`config.mk`:
```
export PLATFORM = sky130hd
export DESIGN_NAME = csa_stream_accumulator
export DESIGN_NICKNAME = d
export VERILOG_FILES = /design/src/rtl/csa_stream_accumulator.sv
export SDC_FILE = /design/constraint.sdc
export NUM_CORES = 1
export LEC_CHECK = 0
export CORE_MARGIN = 5
export CORE_UTILIZATION = 57
export CTS_CLUSTER_DIAMETER = 100
export DETAILED_ROUTE_END_ITERATION = 10
export GPL_ROUTABILITY_DRIVEN = 0
export PLACE_DENSITY = 0.87
export SLEW_MARGIN = 0
export SYNTH_ARGS = -nofsm -noshare
export SYNTH_HDL_FRONTEND = slang
export SYNTH_SLANG_ARGS = --single-unit
```
`constraint.sdc`:
```
create_clock -name clk -period 3.4 [get_ports clk]
set_input_delay 0.51 -clock clk [delete_from_list [all_inputs] [get_ports clk]]
set_output_delay 0.51 -clock clk [all_outputs]
set_load 0.1 [all_outputs]
```
`src/rtl/csa_stream_accumulator.sv`:
```
// Streaming carry-save accumulator: one 3:2 row per operand beat,
// followed by a chunked multi-cycle carry-propagate resolve.
module csa_stream_accumulator #(
  parameter int WIDTH = 21,
  parameter int GUARD = 4,
  parameter int CHUNK = 8
) (
  input  logic                   clk,
  input  logic                   rst_n,
  input  logic                   in_valid,
  output logic                   in_ready,
  input  logic [WIDTH-1:0]       in_data,
  input  logic                   in_last,
  output logic                   out_valid,
  input  logic                   out_ready,
  output logic [WIDTH+GUARD-1:0] out_data,
  output logic [GUARD:0]         out_count,
  output logic                   out_overflow
);

  localparam int AW  = WIDTH + GUARD;
  localparam int NCH = (AW + CHUNK - 1) / CHUNK;
  localparam int PW  = NCH * CHUNK;
  localparam int KW  = (NCH > 1) ? $clog2(NCH) : 1;
  localparam int CW  = GUARD + 1;

  typedef enum logic [1:0] {
    ACCUM,
    RESOLVE,
    OUT
  } state_e;

  state_e          state_q, state_d;
  logic [AW-1:0]   s_q, s_d;
  logic [AW-1:0]   c_q, c_d;
  logic [CW-1:0]   cnt_q, cnt_d;
  logic            ovf_q, ovf_d;
  logic [AW-1:0]   res_q, res_d;
  logic [KW-1:0]   k_q, k_d;
  logic            cy_q, cy_d;
  logic            in_ready_q, in_ready_d;
  logic            out_valid_q, out_valid_d;
  logic [AW-1:0]   out_data_q, out_data_d;
  logic [CW-1:0]   out_count_q, out_count_d;
  logic            out_ovf_q, out_ovf_d;

  logic [AW-1:0]   x;
  logic [AW-2:0]   maj;
  logic [PW-1:0]   s_pad;
  logic [PW-1:0]   c_pad;
  logic [CHUNK:0]  sum;
  int              base;

  always_comb begin
    state_d     = state_q;
    s_d         = s_q;
    c_d         = c_q;
    cnt_d       = cnt_q;
    ovf_d       = ovf_q;
    res_d       = res_q;
    k_d         = k_q;
    cy_d        = cy_q;
    in_ready_d  = in_ready_q;
    out_valid_d = out_valid_q;
    out_data_d  = out_data_q;
    out_count_d = out_count_q;
    out_ovf_d   = out_ovf_q;

    x     = AW'(in_data);
    maj   = (s_q[AW-2:0] & c_q[AW-2:0])
          | (s_q[AW-2:0] & x[AW-2:0])
          | (c_q[AW-2:0] & x[AW-2:0]);
    s_pad = PW'(s_q);
    c_pad = PW'(c_q);
    base  = int'(k_q) * CHUNK;
    sum   = {1'b0, s_pad[base +: CHUNK]}
          + {1'b0, c_pad[base +: CHUNK]}
          + (CHUNK+1)'(cy_q);

    unique case (state_q)
      ACCUM: begin
        if (in_valid && in_ready_q) begin
          s_d = s_q ^ c_q ^ x;
          c_d = {maj, 1'b0};
          if (cnt_q != '1) cnt_d = cnt_q + 1'b1;
          if (cnt_q == CW'(2**GUARD)) ovf_d = 1'b1;
          if (in_last) begin
            state_d    = RESOLVE;
            k_d        = '0;
            cy_d       = 1'b0;
            in_ready_d = 1'b0;
          end
        end
      end
      RESOLVE: begin
        // top chunk bits beyond AW are dropped
        for (int i = 0; i < CHUNK; i++) begin
          if (base + i < AW) res_d[base+i] = sum[i];
        end
        cy_d = sum[CHUNK];
        k_d  = k_q + 1'b1;
        if (k_q == KW'(NCH-1)) state_d = OUT;
      end
      OUT: begin
        if (!out_valid_q) begin
          out_valid_d = 1'b1;
          out_data_d  = res_q;
          out_count_d = cnt_q;
          out_ovf_d   = ovf_q;
        end else if (out_ready) begin
          out_valid_d = 1'b0;
          in_ready_d  = 1'b1;
          s_d         = '0;
          c_d         = '0;
          cnt_d       = '0;
          ovf_d       = 1'b0;
          state_d     = ACCUM;
        end
      end
      default: state_d = ACCUM;
    endcase
  end

  always_ff @(posedge clk or negedge rst_n) begin
    if (!rst_n) begin
      state_q     <= ACCUM;
      s_q         <= '0;
      c_q         <= '0;
      cnt_q       <= '0;
      ovf_q       <= 1'b0;
      res_q       <= '0;
      k_q         <= '0;
      cy_q        <= 1'b0;
      in_ready_q  <= 1'b1;
      out_valid_q <= 1'b0;
      out_data_q  <= '0;
      out_count_q <= '0;
      out_ovf_q   <= 1'b0;
    end else begin
      state_q     <= state_d;
      s_q         <= s_d;
      c_q         <= c_d;
      cnt_q       <= cnt_d;
      ovf_q       <= ovf_d;
      res_q       <= res_d;
      k_q         <= k_d;
      cy_q        <= cy_d;
      in_ready_q  <= in_ready_d;
      out_valid_q <= out_valid_d;
      out_data_q  <= out_data_d;
      out_count_q <= out_count_d;
      out_ovf_q   <= out_ovf_d;
    end
  end

  assign in_ready     = in_ready_q;
  assign out_valid    = out_valid_q;
  assign out_data     = out_data_q;
  assign out_count    = out_count_q;
  assign out_overflow = out_ovf_q;

endmodule

```
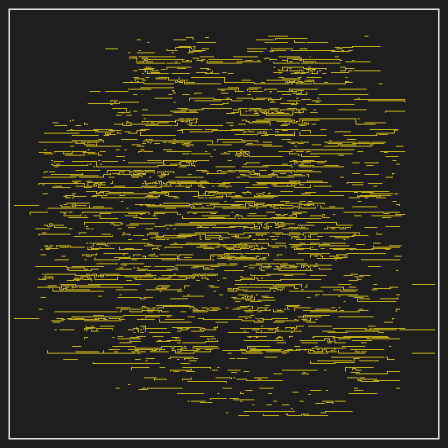
**Above:** M1 wires.
share of all routed wire = 41%
nets with wire on the layer = 617
wire length on this layer = 5,480 um
longest straight run = 23.0 um
met1 Use GR: 28.3%
via count: 4,475

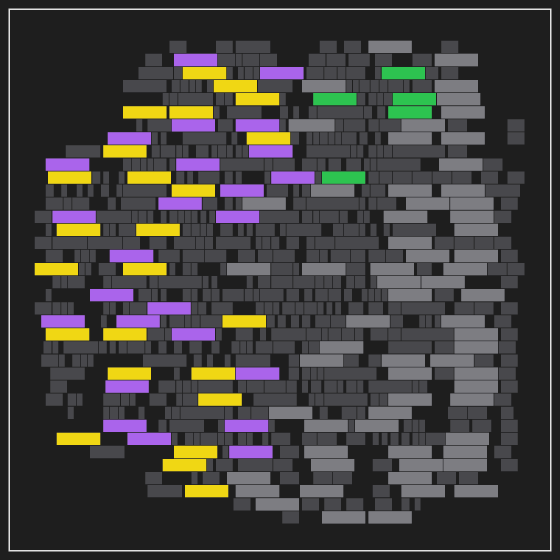
**Above:** where the registers sit.
Other sequential cells in the stronger grey, the rest of the logic in the fainter grey.
yellow -> c_q  # placed flops 24
purple -> s_q  # placed flops 25
green -> cnt_q  # placed flops 5, where north-east
post-layout util: 70.8%
Seq area share: 40.6%
Seq. pwr: 1410 uW
FF+latch area: 2950 um2

==> CHANGELOG.md <==
### Implementation results

* Clock sink count at around 120
* TritonRoute pass-1 iters at 5
* Die Wd at 112 um
* CP max stage delay at 0.66 ns
* Synthesized cell area at approximately 6000 um2
* WL per Instance at ~18 um
* Port Buffers at a little under 60
* Hold Slack at about 0.045 ns
* Comb pwr share at under 10%
* Post-CTS setup buffer count at 0
* Core area at between 10,000 and 15,000 um2
* Antenna cells at 0
* GRT Util Overall at a little under a quarter
* Yosys warns at 0
* Crit path from: k_q[1]
* Capture point of the worst reg-to-reg path: res_q[22]
* Most frequent logic cell in the layout: nand2_1
* Max-cap viol count at 0
* Worst-Margin Slew at just under 1 ns
* RSZ-0062 raised after global routing: false
* Most frequent cells in the layout: nand2_1 (139), dfrtp_1 (117), o21ai_0 (77)
* Minimum clock period at 3.02 ns
* Worst VDD drop at 0.251 mV
* Fraction of registers with async set/reset at 100%
* Syn Inst Count at 565
* CP max-delay cell: dfrtp_1
* Final-report hold violation count at 0
* Met3 wire length at 652 um
* Die Ht at roughly 110 um
* Post-Syn Nets at around 630
* CTS Buffer Depth at 2
* Yosys top cell by area: dfrtp_1
* DRC Markers at 0
* Clock Pin Slew Worst Setup and Hold Paths at approximately 0.060 ns
* Status: finished, final reports clean
* CTS tree: done
* Root Buffer: clkbuf_8
* Leakage at ~0.0033 uW
* Power Density at 464 nW/um2
* Critical Path RT at just under 4 ns
* Internal power at around 2700 uW
* Largest delay share family, worst path: adder cells
* H-tree depth at 4
* Count of library flops with an enable pin at 0
* Top Layer Used: met4
* Kind of end point of the critical path: flip-flop
* Seq pwr share at a little over two fifths
* Cts bufs inserted at 17
* Setup Crit Path Kind: flip-flop to flip-flop
* Setup-failing EPs final at 0
* Layout area overhead at 21.7%
* Met1 WL at around 5.5 mm
* Switching share of power at a little over a fifth
* Tool warnings at 31
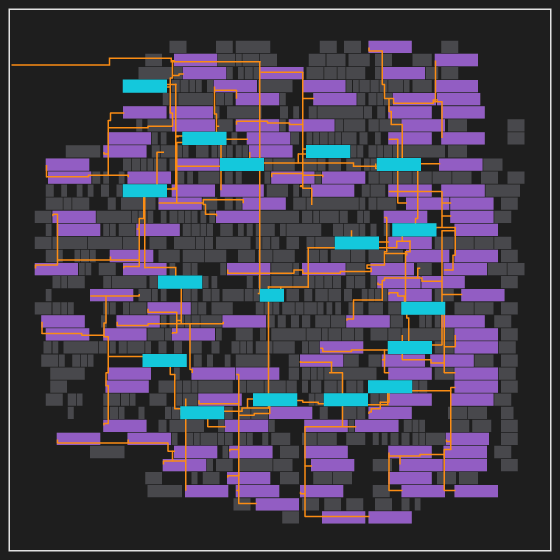
**Above:** clock network drawn from the DEF.
orange -> clock wires  # length 1,460 um
purple -> flip-flops  # count 118
cyan -> cells driving clock nets  # count 17
routed clock nets = 18
flops lie = spread over the die
Late-Pin Clk Latency: 0.53 ns
Clk. pwr: 1890 uW
Clock Skews: 0.00635 ns
clock share of power: 56.0%

==> worst min-delay path by stage <==
stage | startpoint | end | slack [ns] | cells after the start
2_1_floorplan | rst_n | c_q[10] | 0.21 | 0
3_3_place_gp | res_q[19] | res_q[19] | 0.46 | 2
3_5_place_dp | res_q[19] | res_q[19] | 0.48 | 2
4_1_cts | rst_n | out_data[11] | 0.07 | 1
5_1_grt | rst_n | out_data[3] | 0.11 | 1
6_report | rst_n | out_data[3] | 0.05 | 1
==> registers in the layout, indices dropped and copies added (netlist names), 2 cells and up <==
signal and count:
s_q 25, out_count 5, cnt_q 5, c_q 24
k_q 2, state_q 2, out_data 25, res_q 25
==> metrics by stage <==
step / cell area (um2) / std cells / util [%]
detailed placement: 6650 / 739 / 64.7
global route: 7270 / 771 / 70.8
global placement: 6650 / 739 / 64.7
CTS: 7270 / 771 / 70.8
finish: 7270 / 771 / 70.8
floorplan: 5980 / 565 / -
==> cell families (layout without fill, tap and decap cells) <==
logic type      count (synthesis)  after routing  share of synthesized area, %
simple gates                  191            191                          13.7
compound gates                119            119                          11.5
flops                         118            118                          49.4
mux                            56             56                          10.4
fa+ha+maj                      41             41                          11.3
buf+inv                        37            107                          3.14
xor+xnor                        3              3                         0.440
==> power groups by stage <==
| stage | clock network [uW] | registers, uW | logic [uW] |
|---|---|---|---|
| 2_1_floorplan | 0 | 1430 | 10.6 |
| 3_3_place_gp | 0 | 1430 | 77.8 |
| 3_5_place_dp | 0 | 1430 | 81.9 |
| 4_1_cts | 1910 | 1410 | 82.8 |
| 5_1_grt | 1960 | 1400 | 91.8 |
| 6_report | 1890 | 1410 | 80.2 |
==> cell type report <==
class,instances,area share (%)
sequential,118,40.6
timing repair buffer,66,8.91
multi-input combinational,410,39.0
clock buffer,19,5.93
tap,136,2.34
clock inverter,13,2.70
inverter,9,0.464
Power and IR drop assume default switching activity.
